## src/rtl/bus_arbiter6809.sv

```systemverilog
// Memory-port arbiter between the 6809 core and one DMA master: halts the core,
// grants a bounded DMA burst, then guarantees the CPU a minimum ownership window.
module bus_arbiter6809 #(
    parameter int unsigned MAX_BURST = 16,
    parameter int unsigned CPU_SLOTS = 4
) (
    input  logic        clk,
    input  logic        reset_b,
    input  logic [15:0] cpu_addr,
    input  logic [7:0]  cpu_wdata,
    input  logic        cpu_rw_n,
    output logic [7:0]  cpu_rdata,
    input  logic        cpu_ba,
    output logic        halt_b,
    input  logic        dma_req,
    output logic        dma_gnt,
    input  logic [15:0] dma_addr,
    input  logic [7:0]  dma_wdata,
    input  logic        dma_rw_n,
    output logic [7:0]  dma_rdata,
    output logic [15:0] mem_addr,
    output logic [7:0]  mem_wdata,
    output logic        mem_rw_n,
    input  logic [7:0]  mem_rdata,
    output logic        arb_err,
    output logic [15:0] dma_cycles
);

    localparam int unsigned BW = (MAX_BURST > 1) ? $clog2(MAX_BURST) : 1;
    localparam int unsigned CW = (CPU_SLOTS > 1) ? $clog2(CPU_SLOTS) : 1;
    localparam logic [BW-1:0] BURST_LAST = BW'(MAX_BURST - 1);
    localparam logic [CW-1:0] COOL_LAST  = CW'(CPU_SLOTS - 1);

    typedef enum logic [1:0] {
        ST_CPU,
        ST_HALT_WAIT,
        ST_DMA,
        ST_COOL
    } state_t;

    state_t          r_state;
    state_t          w_next;
    logic [BW-1:0]   r_burst_cnt;
    logic [CW-1:0]   r_cool_cnt;
    logic            r_arb_err;
    logic [15:0]     r_dma_cycles;
    logic            w_halt_b;
    logic            w_gnt;

    // Outputs depend on state only; the data inputs never reach halt_b or dma_gnt.
    always_comb begin
        w_next   = r_state;
        w_halt_b = 1'b1;
        w_gnt    = 1'b0;
        case (r_state)
            ST_CPU: begin
                if (dma_req) begin
                    w_next = ST_HALT_WAIT;
                end
            end
            ST_HALT_WAIT: begin
                w_halt_b = 1'b0;
                if (!dma_req) begin
                    w_next = ST_CPU;
                end else if (cpu_ba) begin
                    w_next = ST_DMA;
                end
            end
            ST_DMA: begin
                w_halt_b = 1'b0;
                w_gnt    = 1'b1;
                if (!cpu_ba || !dma_req || (r_burst_cnt == BURST_LAST)) begin
                    w_next = ST_COOL;
                end
            end
            ST_COOL: begin
                if (r_cool_cnt == COOL_LAST) begin
                    w_next = ST_CPU;
                end
            end
            default: begin
                w_next = ST_CPU;
            end
        endcase
    end

    always_ff @(posedge clk) begin
        if (!reset_b) begin
            r_state      <= ST_CPU;
            r_burst_cnt  <= '0;
            r_cool_cnt   <= '0;
            r_arb_err    <= 1'b0;
            r_dma_cycles <= '0;
        end else begin
            r_state <= w_next;
            case (r_state)
                ST_HALT_WAIT: begin
                    r_burst_cnt <= '0;
                end
                ST_DMA: begin
                    r_burst_cnt <= r_burst_cnt + BW'(1);
                    if (r_dma_cycles != '1) begin
                        r_dma_cycles <= r_dma_cycles + 16'd1;
                    end
                    // Core left the halted state while we still drive the bus.
                    if (!cpu_ba) begin
                        r_arb_err <= 1'b1;
                    end
                    if (w_next == ST_COOL) begin
                        r_cool_cnt <= '0;
                    end
                end
                ST_COOL: begin
                    r_cool_cnt <= r_cool_cnt + CW'(1);
                end
                default: begin
                end
            endcase
        end
    end

    // A DMA master that withdraws on the final granted cycle must not leave a write strobe behind.
    always_comb begin
        if (w_gnt) begin
            mem_addr  = dma_addr;
            mem_wdata = dma_wdata;
            mem_rw_n  = dma_req ? dma_rw_n : 1'b1;
        end else begin
            mem_addr  = cpu_addr;
            mem_wdata = cpu_wdata;
            mem_rw_n  = cpu_rw_n;
        end
    end

    assign cpu_rdata  = mem_rdata;
    assign dma_rdata  = mem_rdata;
    assign halt_b     = w_halt_b;
    assign dma_gnt    = w_gnt;
    assign arb_err    = r_arb_err;
    assign dma_cycles = r_dma_cycles;

endmodule

```

## config.mk

```make
export PLATFORM = sky130hd
export DESIGN_NAME = bus_arbiter6809
export DESIGN_NICKNAME = d
export VERILOG_FILES = /design/src/rtl/bus_arbiter6809.sv
export SDC_FILE = /design/constraint.sdc
export NUM_CORES = 1
export LEC_CHECK = 0
export CAP_MARGIN = 20
export CORE_MARGIN = 1.5
export CORE_UTILIZATION = 37
export CTS_BUF_LIST = sky130_fd_sc_hd__clkbuf_4
export DETAILED_ROUTE_END_ITERATION = 8
export PLACE_DENSITY = 0.9
export SLEW_MARGIN = 0
export SYNTH_ARGS = -nofsm -noshare
export SYNTH_HDL_FRONTEND = slang
export SYNTH_SLANG_ARGS = --single-unit
```

## constraint.sdc

```tcl
create_clock -name clk -period 2.1 [get_ports clk]
set_input_delay 0.315 -clock clk [delete_from_list [all_inputs] [get_ports clk]]
set_output_delay 0.315 -clock clk [all_outputs]
set_load 0.01 [all_outputs]
```

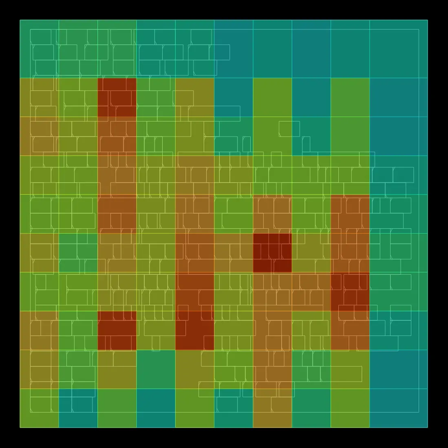
Figure 1: run 1, track usage over the die.
met3 Use GR: 0.05000
gr busiest metal: met2
met1 demand-to-capacity share in global routing: 0.2245
wire per inst: 15.31 um

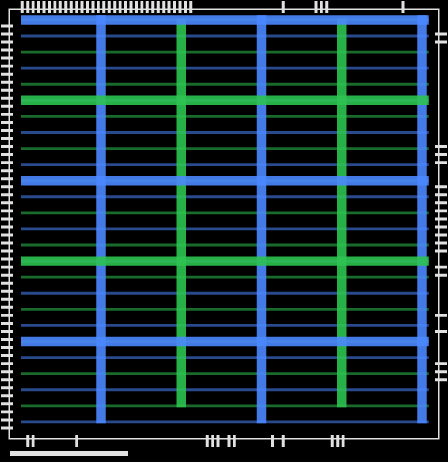
Figure 2: run 1, power grid.
Scale bar: 20 um. Pins as bars on the die edge.
Blue is VSS. Green is VDD.
5 straps on met5. 26 met1 rails follow the rows. 122 signal pins sit on the boundary. 5 straps on met4.

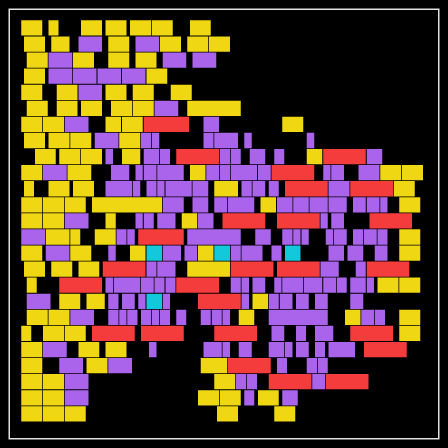
Figure 3: run 1, cells coloured by class.
Purple is combinational and other logic, cells 160, share of their area 41%. Cyan is clock drivers and dummy loads, cells 4, share of their area 1.1%. Red is flops, cells 25, share of their area 18%. Yellow is other buffers and delay cells, cells 111, share of their area 40%.

==> impl_results.rst, run 1 <==
Implementation results
======================

.. list-table::
   :header-rows: 1

   * - Metric
     - Value
   * - Core ar.
     - 4692 um^2
   * - Main area contributors
     - sky130_fd_sc_hd__dfxtp_1 (28%), sky130_fd_sc_hd__mux2_2 (16%), sky130_fd_sc_hd__buf_4 (6.7%)
   * - HPWL after detailed placement
     - 4.105 mm
   * - Result of the run
     - complete, no violations
   * - Arrival time reported for the critical path endpoint
     - 1760 ps
   * - Highest metal layer with signal wires
     - met4
   * - DR iter-0 viols
     - 85
   * - Count of clock tree sinks
     - 25
   * - Power after layout
     - 967.3 uW
   * - Largest stage delay, worst path
     - 360 ps
   * - Number of nets in the final layout
     - 370
   * - Post-cts gate resize count
     - 57
   * - Number of endpoints failing setup at the final stage
     - 0
   * - Number of vias per cell
     - 5.429
   * - Total number of placement rows
     - 25
   * - Synthesized netlist cell count
     - 208
   * - Synthesis-stage register bit count
     - 25
   * - Worst slew margin relative to its limit
     - 0.6348
   * - Area of the synthesized netlist per yosys stat
     - 1782 um^2
   * - Most used cells in the layout excluding fill and tap cells
     - sky130_fd_sc_hd__clkdlybuf4s50_1 (70), sky130_fd_sc_hd__mux2_2 (25), sky130_fd_sc_hd__dfxtp_1 (23), sky130_fd_sc_hd__nand3_1 (15), sky130_fd_sc_hd__clkdlybuf4s15_1 (15)
   * - FF+latch area
     - 503.0 um^2
   * - Layout Cell Area excl Fill
     - 2855 um^2
-- run 1: power breakdown --
| group | total, uW | switching (uW) | internal (uW) |
|---|---|---|---|
| Clock | 228 | 155 | 72.8 |
| Sequential | 480 | 2.57 | 478 |
| Combinational | 259 | 94.8 | 164 |
| Total | 967 | 252 | 715 |
-- run 1: cells by family (layout without fill, tap and decap cells) --
logic type	count (synthesis)	after routing
AND-OR/OR-AND	38	38
AND/OR/NAND/NOR	79	79
flip-flops	25	25
adder cells (fa/ha/maj)	7	7
multiplexers	27	27
buffers and inverters	30	122
XOR/XNOR	2	2
-- run 1: metrics by stage --
stage               setup WS [ps]  hold slack, ps
floorplan                   104.3           439.9
global placement            87.39           453.3
detailed placement          66.11           468.6
CTS                        -9.235           491.2
global route               -40.30           507.7
finish                      20.62           491.4
-- run 1: state kept, by name (all words and copies together) (netlist names) --
register and cells:
dma_cycles 16, r_state 2, r_cool_cnt 2, r_burst_cnt 4, arb_err 1
-- run 1: final timing paths --
check	from	end	slack, ps	cells after the start
setup / recovery	r_state[0]$_SDFF_PN0_	mem_wdata[7]	20	5
hold / removal	r_burst_cnt[3]$_SDFFE_PN0N_	r_burst_cnt[3]$_SDFFE_PN0N_	490	2
setup reg to reg	r_state[0]$_SDFF_PN0_	dma_cycles[15]$_SDFFE_PN0P_	220	7
hold reg to reg	r_burst_cnt[3]$_SDFFE_PN0N_	r_burst_cnt[3]$_SDFFE_PN0N_	490	2
-- run 1: area by class of cell --
| type | instances | area share |
|---|---|---|
| Sequential cell | 25 | 0.1762 |
| Clock buffer | 3 | 0.007888 |
| Timing Repair Buffer | 111 | 0.3874 |
| Inverter | 7 | 0.01008 |
| Clock inverter | 1 | 0.002629 |
| Multi-Input combinational cell | 153 | 0.3922 |
| Tap cell | 54 | 0.02366 |
-- run 1: cell usage after synthesis (2+ instances only) --
library cell,count
sky130_fd_sc_hd__o211a_1,2
sky130_fd_sc_hd__nor3_1,3
sky130_fd_sc_hd__or4_1,4
sky130_fd_sc_hd__a21oi_1,14
sky130_fd_sc_hd__mux2_2,25
sky130_fd_sc_hd__nand3b_1,5
sky130_fd_sc_hd__and3_1,2
sky130_fd_sc_hd__nand3_1,15
sky130_fd_sc_hd__o21ai_0,9
sky130_fd_sc_hd__nand2_1,14
sky130_fd_sc_hd__a31oi_1,2
sky130_fd_sc_hd__o31ai_1,3
sky130_fd_sc_hd__dfxtp_1,25
sky130_fd_sc_hd__nor4_1,3
sky130_fd_sc_hd__o41ai_1,2
sky130_fd_sc_hd__buf_4,16
sky130_fd_sc_hd__nor4b_1,2
sky130_fd_sc_hd__mux2i_1,2
sky130_fd_sc_hd__buf_1,2
sky130_fd_sc_hd__or3_1,5
sky130_fd_sc_hd__clkbuf_1,4
sky130_fd_sc_hd__nor2_1,9
sky130_fd_sc_hd__inv_1,6
sky130_fd_sc_hd__o211ai_1,2
sky130_fd_sc_hd__ha_1,7
sky130_fd_sc_hd__nor2b_1,2
sky130_fd_sc_hd__nand4_1,7
sky130_fd_sc_hd__nand2b_1,3
-- run 1: critical path: cells and delay by family, from the launching register on --
family / cells / cell delay [ps]
muxes: 1 / 320
DFF: 1 / 360
adders and majority gates: 1 / 140
buffers and inverters: 3 / 620
Figure 4. Cell area per tile (run 1).
Scale bar: 20 um. The die is cut into 7 by 7 equal tiles; black is low, pale yellow is high, 0 to 100% covered.
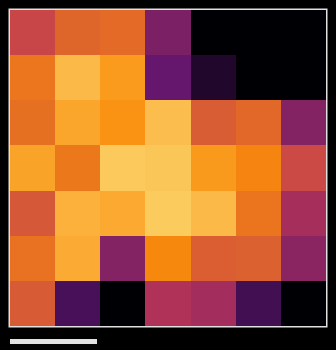

==> run 1 -> run 2 <==
--- a/config.mk
+++ b/config.mk
@@ -9,9 +9,10 @@
 export CORE_MARGIN = 1.5
 export CORE_UTILIZATION = 37
 export CTS_BUF_LIST = sky130_fd_sc_hd__clkbuf_4
+export CTS_CLUSTER_DIAMETER = 30
 export DETAILED_ROUTE_END_ITERATION = 8
-export PLACE_DENSITY = 0.9
-export SLEW_MARGIN = 0
+export PLACE_DENSITY = 0.94
+export SLEW_MARGIN = 25
 export SYNTH_ARGS = -nofsm -noshare
 export SYNTH_HDL_FRONTEND = slang
 export SYNTH_SLANG_ARGS = --single-unit
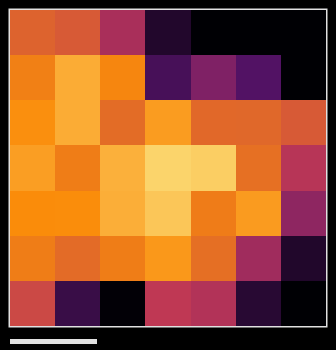
Figure 5: run 2, cell area per tile.
Scale bar: 20 um. The die is cut into 7 by 7 equal tiles; black is low, pale yellow is high, 0 to 100% covered.
27% of the tiles are over 75% full. The fullest tile reaches 91%. 12% of the tiles are nearly empty.

==> run 2 against run 1 <==
Die area stayed put. Clock power about the same. Sequential share of layout area grew 0.12 points. Sequential cell count unchanged. Via count is 2.8% higher. Hold slack improved by 0.60 ps. Highest routed layer unchanged.
==> impl_results.rst, run 2 <==
Implementation results
======================

.. list-table::
   :header-rows: 1

   * - Metric
     - Value
   * - Result of the run
     - complete, no violations
   * - Required time of the critical path
     - 1780 ps
   * - Wire per inst
     - 15.78 um (+3.0%)
   * - Max-slew violation count
     - 0
   * - Top_reg_cell synth
     - sky130_fd_sc_hd__dfxtp_1
   * - Power after layout
     - 974.5 uW (+0.74%)
   * - CTS tree
     - yes
   * - Total number of placement rows
     - 25 (unchanged)
   * - Number of OpenROAD warnings
     - 31
   * - HPWL after detailed placement
     - 4.417 mm (+7.6%)
   * - Reg2reg path depth
     - 7 (unchanged)
   * - Worst-case register-to-register setup slack
     - 160 ps (-60 ps)
   * - Worst R2R Start
     - r_state[0]$_SDFF_PN0_
   * - Worst Hold Launch
     - r_burst_cnt[3]$_SDFFE_PN0N_
   * - Core ar.
     - 4692 um^2 (unchanged)
   * - Number of vias per cell
     - 5.579 (+2.8%)
   * - Area of the synthesized netlist per yosys stat
     - 1782 um^2 (unchanged)
   * - Count of clock tree sinks
     - 25 (unchanged)
   * - Hold Slack
     - 492.0 ps (+0.6040 ps)
   * - List of most frequent post-synthesis cells
     - sky130_fd_sc_hd__dfxtp_1 (25), sky130_fd_sc_hd__mux2_2 (25), sky130_fd_sc_hd__buf_4 (16)
   * - DR iter-0 viols
     - 71 (-16%)
   * - Most used cells in the layout excluding fill and tap cells
     - sky130_fd_sc_hd__clkdlybuf4s50_1 (71), sky130_fd_sc_hd__mux2_2 (25), sky130_fd_sc_hd__dfxtp_1 (23), sky130_fd_sc_hd__nand3_1 (15)
   * - Number of endpoints failing setup at the final stage
     - 0 (unchanged)
   * - Global-route wire length before repair
     - 8.907 mm
   * - Synthesis-stage register bit count
     - 25 (unchanged)
   * - Post-synth EDFFs
     - 0
   * - Synthesized netlist cell count
     - 208 (unchanged)
   * - Flip-flop count of the largest register, all copies and words added
     - 16 (unchanged)
   * - Hold depth
     - 2 (unchanged)
   * - Worst slew margin relative to its limit
     - 0.6719 (+0.03706)
   * - Crit Reg-Reg Endpoint
     - dma_cycles[15]$_SDFFE_PN0P_
   * - Share of synthesized area occupied by flip-flops and latches
     - 0.2809
   * - Main area contributors
     - sky130_fd_sc_hd__dfxtp_1 (28%), sky130_fd_sc_hd__mux2_2 (16%), sky130_fd_sc_hd__buf_4 (6.7%)
   * - Arrival time reported for the critical path endpoint
     - 1740 ps (-20 ps)
   * - Overall die width
     - 72.40 um
   * - Count of maximum capacitance violations
     - 0
   * - Number of nets in the final layout
     - 370 (unchanged)
run 2: cell counts after synthesis:
Identical to the previous run, type by type.
run 2: how the worst max path moves through the flow:
stage / slack (ps) / depth (start not counted) / endpoint / from
global placement: 100 / 5 / mem_wdata[3] / r_state[0]$_SDFF_PN0_
detailed placement: 70 / 5 / mem_wdata[3] / r_state[0]$_SDFF_PN0_
CTS: -30 / 5 / mem_wdata[3] / r_state[0]$_SDFF_PN0_
floorplan: 100 / 5 / mem_addr[0] / r_state[0]$_SDFF_PN0_
global route: -10 / 4 / dma_gnt / r_state[0]$_SDFF_PN0_
finish: 50 / 5 / mem_wdata[5] / r_state[0]$_SDFF_PN0_
run 2: area by class of cell:
cell class	count	area, um^2	area share
Sequential cell	25	503.0	0.1774
Tap cell	54	67.56	0.02383
Timing Repair Buffer	111	1089	0.3839
Clock inverter	1	7.507	0.002648
Clock buffer	3	22.52	0.007944
Inverter	7	26.28	0.009267
Multi-Input combinational cell	153	1120	0.3950
run 2: logic make-up after synthesis:
family | after synthesis | share of synthesized area
buffers and inverters | 30 | 0.09761
AOI/OAI and AO/OA | 38 | 0.1433
muxes | 27 | 0.1692
DFF | 25 | 0.2809
and+or+nand+nor | 79 | 0.2500
xor gates and xnor gates | 2 | 0.009833
adders and majority gates | 7 | 0.04916
run 2: worst max-delay path, stage by stage (launching register included):
cell	delay, ps
sky130_fd_sc_hd__dfxtp_2	360
sky130_fd_sc_hd__inv_2	80
sky130_fd_sc_hd__ha_4	200
sky130_fd_sc_hd__buf_6	140
sky130_fd_sc_hd__mux2_2	340
sky130_fd_sc_hd__dlygate4sd2_1	300
run 2: per-stage QoR:
| step | area [um^2] | setup WS (ps) |
|---|---|---|
| floorplan | 1782 | 104.3 |
| global placement | 2775 | 99.68 |
| detailed placement | 2775 | 65.21 |
| CTS | 2825 | -33.85 |
| global route | 2835 | -14.96 |
| finish | 2835 | 49.65 |
run 2: layer usage:
layer	part of all wire	global-route usage	wire (um)	up-vias
met5	0	0	0	-
met4	0.026	0.07757	146	0
met2	0.55	0.4249	3095	97
met3	0.074	0.05694	415	16
li1	-	-	-	951
met1	0.35	0.2190	1927	911
run 2: power breakdown:
group / total (uW) / internal, uW / leakage (uW) / switching, uW
Combinational: 264 / 164 / 0.000823 / 100
Sequential: 480 / 478 / 0.000202 / 2.36
Clock: 230 / 72.9 / 0.0000139 / 157
run 2: what timing repair did:
| action | 4_1_cts | 5_1_grt |
|---|---|---|
| endpoints found under the setup margin | 27 | 10 |
| pin swaps | 1 | 0 |
| gates resized | 53 | 10 |
| cloned | 1 | 0 |
| hold buffers | 0 | 0 |
| setup buffers | 0 | 1 |
Figure 6. Cells coloured by class (run 2).
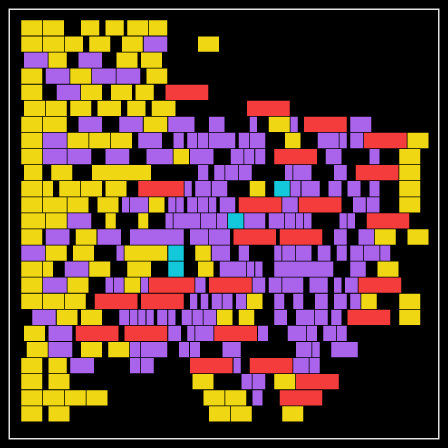

==> run 2 -> run 3 <==
--- a/config.mk
+++ b/config.mk
@@ -7,11 +7,12 @@
 export LEC_CHECK = 0
 export CAP_MARGIN = 20
 export CORE_MARGIN = 1.5
-export CORE_UTILIZATION = 37
+export CORE_UTILIZATION = 25
 export CTS_BUF_LIST = sky130_fd_sc_hd__clkbuf_4
 export CTS_CLUSTER_DIAMETER = 30
 export DETAILED_ROUTE_END_ITERATION = 8
-export PLACE_DENSITY = 0.94
+export GPL_TIMING_DRIVEN = 0
+export PLACE_DENSITY = 0.7
 export SLEW_MARGIN = 25
 export SYNTH_ARGS = -nofsm -noshare
 export SYNTH_HDL_FRONTEND = slang
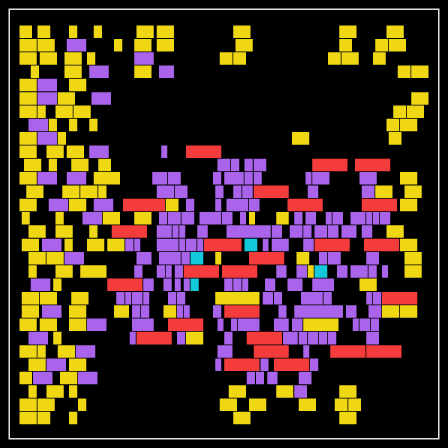
Figure 7: run 3, cells coloured by class.
final core utilization: 0.4482
total number of placement rows: 30

==> run 3 against run 2 <==
Non-clock buffer count up 30. Register-to-register slack got worse by 70 ps. Global-route usage fell by 7.5 points. Total power up 4.0%. Critical endpoint is now dma_cycles[6]$_SDFFE_PN0P_. Largest cell class is now non-clock buffers. Largest power group unchanged.
==> impl_results.rst, run 3 <==
Implementation results
======================

.. list-table::
   :header-rows: 1

   * - Metric
     - Value
   * - Crit Reg-Reg Endpoint
     - dma_cycles[6]$_SDFFE_PN0P_
   * - List of most frequent post-synthesis cells
     - sky130_fd_sc_hd__dfxtp_1 (25), sky130_fd_sc_hd__mux2_2 (25), sky130_fd_sc_hd__buf_4 (16)
   * - Most used cells in the layout excluding fill and tap cells
     - sky130_fd_sc_hd__clkdlybuf4s50_1 (87), sky130_fd_sc_hd__mux2_2 (25), sky130_fd_sc_hd__dfxtp_1 (23), sky130_fd_sc_hd__buf_4 (21), sky130_fd_sc_hd__clkbuf_2 (20)
   * - Global-route wire length before repair
     - 8.666 mm (-2.7%)
   * - Max-slew violation count
     - 0 (unchanged)
   * - Cell internal power dissipation
     - 743.8 uW (+4.0%)
   * - Flip-flop count of the largest register, all copies and words added
     - 16 (unchanged)
   * - Arrival time reported for the critical path endpoint
     - 2230 ps (+490 ps)
   * - Slowest cell on crit path
     - sky130_fd_sc_hd__o41ai_4
   * - Overall die width
     - 87.42 um (+21%)
   * - Buf+Inv Stages, Crit Path
     - 0 (-3)
   * - Synthesized netlist cell count
     - 208 (unchanged)
   * - Synth Area in Adders
     - 0.04916 (unchanged)
   * - DR iter-0 viols
     - 72 (+1.4%)
   * - Source of the critical timing path
     - dma_cycles[0]$_SDFFE_PN0P_
   * - Area of placed instances
     - 3033 um^2 (+9.3%)
   * - Complex Gates by Area
     - 0.1433 (unchanged)
   * - Largest stage delay, worst path
     - 630 ps (+270 ps)
   * - Result of the run
     - complete, no violations
   * - Net switching fraction of the power
     - 0.2664 (about the same)
[run 3: cell count changes in the layout (fill, tap and decap cells not counted), sizes merged]
| cell | previous run | this run |
|---|---|---|
| clkbuf | 4 | 27 |
| clkdlybuf4s50 | 71 | 87 |
| clkinv | 1 | 2 |
| buf | 17 | 28 |
| clkdlybuf4s15 | 13 | 1 |
| dlygate4sd2 | 9 | 1 |
| clkinvlp | 1 | 0 |
[run 3: layout make-up]
| class | count | area [um^2] | area share |
|---|---|---|---|
| Clock inverter | 1 | 5.005 | 0.001635 |
| Clock buffer | 3 | 22.52 | 0.007356 |
| Tap cell | 96 | 120.1 | 0.03923 |
| Buffer | 23 | 206.4 | 0.06743 |
| Inverter | 7 | 28.78 | 0.009399 |
| Sequential cell | 25 | 505.5 | 0.1651 |
| Timing Repair Buffer | 118 | 1047 | 0.3420 |
| Multi-Input combinational cell | 153 | 1126 | 0.3678 |
[run 3: cell families (layout without fill, tap and decap cells)]
family	count (synthesis)	after routing
AND-OR/OR-AND	38	38
XOR/XNOR	2	2
adder cells (fa/ha/maj)	7	7
buffers and inverters	30	152
flip-flops	25	25
multiplexers	27	27
AND/OR/NAND/NOR	79	79
[run 3: power by group through the flow]
stage / sequential, uW / clock [uW] / combinational (uW)
after floorplan: 491 / 0 / 115
after global placement: 492 / 0 / 320
after detailed placement: 492 / 0 / 324
after CTS: 481 / 234 / 319
after global routing: 481 / 257 / 329
final: 481 / 229 / 304
[run 3: per-layer routing]
layer / GRT usage / routed length (um) / vias to the layer above
met5: 0 / 0 / -
met4: 0.04473 / 133 / 0
met3: 0.04645 / 524 / 11
met2: 0.2559 / 2761 / 95
met1: 0.1582 / 2166 / 951
li1: - / - / 1006
[run 3: through the flow]
| stage | hold WS (ps) | power, uW | worst slack [ps] | setup TNS (ps) | util |
|---|---|---|---|---|---|
| final | 477.6 | 1014 | 90.79 | 0 | 0.4482 |
| after global routing | 514.4 | 1067 | -0.9925 | -1.181 | 0.4482 |
| after CTS | 481.2 | 1034 | -18.54 | -18.54 | 0.4632 |
| after detailed placement | 459.6 | 816.0 | -658.3 | -13580 | 0.4440 |
| after global placement | 455.5 | 811.5 | -629.3 | -13080 | 0.4440 |
| after floorplan | 439.9 | 606.2 | 104.3 | 0 | - |
[run 3: how the worst max path moves through the flow]
stage | end | depth (start not counted)
after floorplan | mem_addr[0] | 5
after global placement | mem_wdata[1] | 6
after detailed placement | mem_wdata[1] | 6
after CTS | mem_wdata[1] | 6
after global routing | dma_cycles[6]$_SDFFE_PN0P_ | 5
final | dma_cycles[6]$_SDFFE_PN0P_ | 5
[run 3: repair_timing]
item | 4_1_cts | 5_1_grt
gates resized | 77 | 26
setup buffers | 5 | 0
endpoints found under the setup margin | 26 | 26
[run 3: worst min-delay path, cell delays in order, from the launching register on]
cell                      delay (ps)
sky130_fd_sc_hd__dfxtp_1         350
sky130_fd_sc_hd__nand2_1          50
sky130_fd_sc_hd__a21oi_1          50
Power and IR drop assume default switching activity.
